[src/rtl/keypad_scan_ctrl.sv]
// 4x4 keypad scanner: column-at-a-time drive, press/release debounce, two-digit hex history.
// A key_valid pulse follows DEBOUNCE_CYCLES stable-low clks after detection; there is no backpressure (pulse-only output).
module keypad_scan_ctrl #(
  parameter int SCAN_DIV        = 4800,
  parameter int DEBOUNCE_CYCLES = 960000
) (
  input  logic       clk,
  input  logic       reset,
  input  logic [3:0] row_keys,
  output logic [3:0] col_keys,
  output logic [3:0] hex_R,
  output logic [3:0] hex_L,
  output logic       key_valid,
  output logic       key_held
);

  localparam int CNT_MAX = (SCAN_DIV > DEBOUNCE_CYCLES) ? SCAN_DIV : DEBOUNCE_CYCLES;
  localparam int CW      = (CNT_MAX > 2) ? $clog2(CNT_MAX) : 1;
  localparam logic [CW-1:0] DWELL_LAST = CW'(SCAN_DIV - 1);
  localparam logic [CW-1:0] DEB_LAST   = CW'(DEBOUNCE_CYCLES - 1);

  typedef enum logic [1:0] {SCAN, DEBOUNCE, HELD, RELEASE} state_t;

  state_t        state, state_nxt;
  logic [1:0]    col_idx, col_nxt;
  logic [1:0]    row_idx, row_nxt;
  logic [CW-1:0] dwell_cnt, dwell_nxt;
  logic [CW-1:0] deb_cnt, deb_nxt;
  logic [3:0]    hex_r_q, hex_r_nxt;
  logic [3:0]    hex_l_q, hex_l_nxt;
  logic          valid_q, valid_nxt;
  logic          row_up;

  function automatic logic [1:0] lowest_low(input logic [3:0] rows);
    logic [1:0] r;
    r = 2'd0;
    if (!rows[0])      r = 2'd0;
    else if (!rows[1]) r = 2'd1;
    else if (!rows[2]) r = 2'd2;
    else if (!rows[3]) r = 2'd3;
    return r;
  endfunction

  function automatic logic [3:0] decode_key(input logic [1:0] r, input logic [1:0] c);
    logic [3:0] k;
    case ({r, c})
      4'b00_00: k = 4'h1;
      4'b00_01: k = 4'h2;
      4'b00_10: k = 4'h3;
      4'b00_11: k = 4'hA;
      4'b01_00: k = 4'h4;
      4'b01_01: k = 4'h5;
      4'b01_10: k = 4'h6;
      4'b01_11: k = 4'hB;
      4'b10_00: k = 4'h7;
      4'b10_01: k = 4'h8;
      4'b10_10: k = 4'h9;
      4'b10_11: k = 4'hC;
      4'b11_00: k = 4'hE;
      4'b11_01: k = 4'h0;
      4'b11_10: k = 4'hF;
      default:  k = 4'hD;
    endcase
    return k;
  endfunction

  // Only the latched row matters once a key is captured; other rows are ignored.
  assign row_up = row_keys[row_idx];

  always_comb begin
    state_nxt = state;
    col_nxt   = col_idx;
    row_nxt   = row_idx;
    dwell_nxt = dwell_cnt;
    deb_nxt   = deb_cnt;
    hex_r_nxt = hex_r_q;
    hex_l_nxt = hex_l_q;
    valid_nxt = 1'b0;
    case (state)
      SCAN: begin
        if (dwell_cnt == DWELL_LAST) begin
          dwell_nxt = '0;
          if (row_keys != 4'hF) begin
            state_nxt = DEBOUNCE;
            row_nxt   = lowest_low(row_keys);
            deb_nxt   = '0;
          end else begin
            col_nxt = col_idx + 2'd1;
          end
        end else begin
          dwell_nxt = dwell_cnt + CW'(1);
        end
      end
      DEBOUNCE: begin
        if (row_up) begin
          state_nxt = SCAN;
          col_nxt   = col_idx + 2'd1;
          dwell_nxt = '0;
        end else if (deb_cnt == DEB_LAST) begin
          state_nxt = HELD;
          valid_nxt = 1'b1;
          hex_l_nxt = hex_r_q;
          hex_r_nxt = decode_key(row_idx, col_idx);
        end else begin
          deb_nxt = deb_cnt + CW'(1);
        end
      end
      HELD: begin
        if (row_up) begin
          state_nxt = RELEASE;
          deb_nxt   = '0;
        end
      end
      RELEASE: begin
        if (!row_up) begin
          state_nxt = HELD;
        end else if (deb_cnt == DEB_LAST) begin
          state_nxt = SCAN;
          col_nxt   = col_idx + 2'd1;
          dwell_nxt = '0;
        end else begin
          deb_nxt = deb_cnt + CW'(1);
        end
      end
      default: state_nxt = SCAN;
    endcase
  end

  always_ff @(posedge clk or posedge reset) begin
    if (reset) begin
      state     <= SCAN;
      col_idx   <= 2'd0;
      row_idx   <= 2'd0;
      dwell_cnt <= '0;
      deb_cnt   <= '0;
      hex_r_q   <= 4'h0;
      hex_l_q   <= 4'h0;
      valid_q   <= 1'b0;
    end else begin
      state     <= state_nxt;
      col_idx   <= col_nxt;
      row_idx   <= row_nxt;
      dwell_cnt <= dwell_nxt;
      deb_cnt   <= deb_nxt;
      hex_r_q   <= hex_r_nxt;
      hex_l_q   <= hex_l_nxt;
      valid_q   <= valid_nxt;
    end
  end

  assign col_keys  = ~(4'b0001 << col_idx);
  assign hex_R     = hex_r_q;
  assign hex_L     = hex_l_q;
  assign key_valid = valid_q;
  assign key_held  = (state == HELD) || (state == RELEASE);

endmodule

[config.mk]
export PLATFORM = sky130hd
export DESIGN_NAME = keypad_scan_ctrl
export DESIGN_NICKNAME = d
export VERILOG_FILES = /design/src/rtl/keypad_scan_ctrl.sv
export SDC_FILE = /design/constraint.sdc
export NUM_CORES = 1
export LEC_CHECK = 0
export CAP_MARGIN = 5
export CORE_ASPECT_RATIO = 1.75
export CORE_UTILIZATION = 58
export CTS_CLUSTER_DIAMETER = 100
export DETAILED_ROUTE_END_ITERATION = 8
export PLACE_DENSITY = 0.88
export SLEW_MARGIN = 20
export SYNTH_ARGS = -nofsm -noshare
export SYNTH_HDL_FRONTEND = slang
export SYNTH_SLANG_ARGS = --single-unit
export TNS_END_PERCENT = 100
[constraint.sdc]
create_clock -name clk -period 5.8 [get_ports clk]
set_input_delay 0.58 -clock clk [delete_from_list [all_inputs] [get_ports clk]]
set_output_delay 0.58 -clock clk [all_outputs]
set_load 0.01 [all_outputs]
gate_families.png
The bar under the picture is 20 um long.
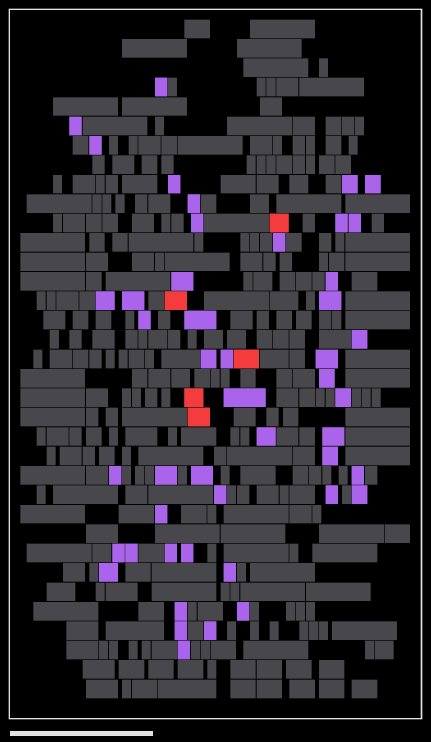
family	color	cells	most used
inverting AOI/OAI gates	purple	47	o21ai_0
AND-OR and OR-AND gates	red	5	a21o_1
non-filler cells, final: 419
combinational share of cell area: 0.4760
dominant logic cell type in the layout: dfrtp_1

pins.png
Pins as bars across the die edge, other pins in gray.
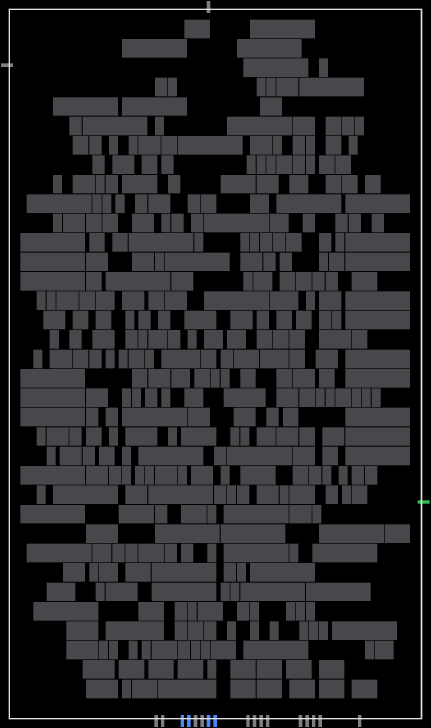
port	color	pins	direction	edge
`key_valid`	green	1	output	east
`row_keys`	blue	4	input	south
all pins by edge	17 south, 1 west, 1 north, 1 east

final_clocks.png
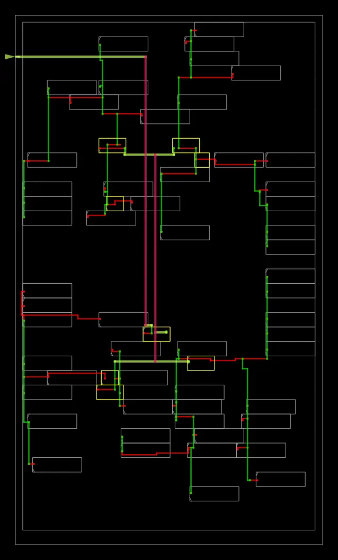
skew final: 10.35 ps
clk_lat worst skew: 310 ps
seq_cells: 55
Clock Power: 0.000209 W
TritonCTS Sinks: 55

registers.png
The bar under the picture is 20 um long. Other sequential cells in the stronger gray, the rest of the logic in the fainter gray.
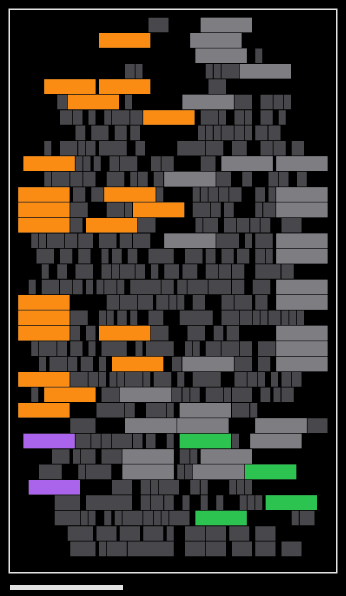
netlist name	color	placed flops
`col_idx`	purple	2
`dwell_cnt`	orange	20
`hex_L`	green	4
not colored	29
Seq area share: 0.4006
Final Util: 0.6593
Reg area: 1376 um^2

==> results.json <==
{
  "reg2reg_depth": 6,
  "grt_pass1_vias": 2496,
  "via_per_inst": 6.224,
  "mux_area_frac": 0.03076,
  "synthCells": 352,
  "top_cells_by_area": "dfrtp_1 (44%), xor2_1 (5.9%), nand2_1 (4.9%)",
  "rsz0062_at_grt": "no",
  "synth-edff-count": 0,
  "status": "finished clean",
  "fp_util": 0.6010,
  "highest_layer": "met4",
  "cts_tree": "done",
  "post-dp-hpwl_um": 4866,
  "path_clk_slew_ps": 100,
  "nonClockBufferCount": 20,
  "comb_cells": 264,
  "cts-root-buf": "clkbuf_8",
  "rr_endpoint": "dwell_cnt[18]$_DFFE_PP0P_",
  "synth.comb.largest_family": "simple AND/OR/NAND/NOR gates",
  "die-area_um2": 5709,
  "grt_pass1_wl_um": 11160,
  "post_cts_buffers": 0,
  "syn_area_um2": 3132,
  "top_area_cell": "dfrtp_1",
  "grt.met1_usage": 0.2780,
  "synthArstFlopShare": 1.000,
  "nNetsFinal": 377,
  "ys_sh_xor": 0.06992,
  "hold_start": "hex_L[0]$_DFFE_PP0P_",
  "die_y_um": 99.21,
  "die_x_um": 57.55,
  "place.gp.congestion": 0.9116,
  "met2WireLength_um": 3636,
  "compound_area_frac": 0.1071,
  "r2r_slack_ps": 2830,
  "max_freq_ghz": 0.3365
}
-- placed cells by master, fill, tap and decap left out, types with 4 or more instances in the layout --
master            n
dfrtp_1          55
nor3_1            7
nand3_1          25
a31oi_1           8
clkbuf_8          5
nand2b_1          4
ha_1              8
nor2_1           40
nand4_1          17
o21ai_0          14
xor2_1           21
a21oi_1          10
mux2i_1           4
and3_1            7
and2_1            5
or3_1             4
inv_1            16
xnor2_1           4
nand2_1          41
clkdlybuf4s50_1  19
-- state kept, by name, summed over array words and instances (netlist names), named ones only --
signal	count
deb_cnt	20
state	1
col_idx	2
key_valid	1
dwell_cnt	20
hex_L	4
row_idx	2
hex_R	4
-- power by group --
group	switching, W	internal (W)
Clock	0.000123	0.0000864
Sequential	0.00000889	0.000388
Combinational	0.0000234	0.0000118
Power figures rest on the tool's default switching activity, not on a simulated workload.
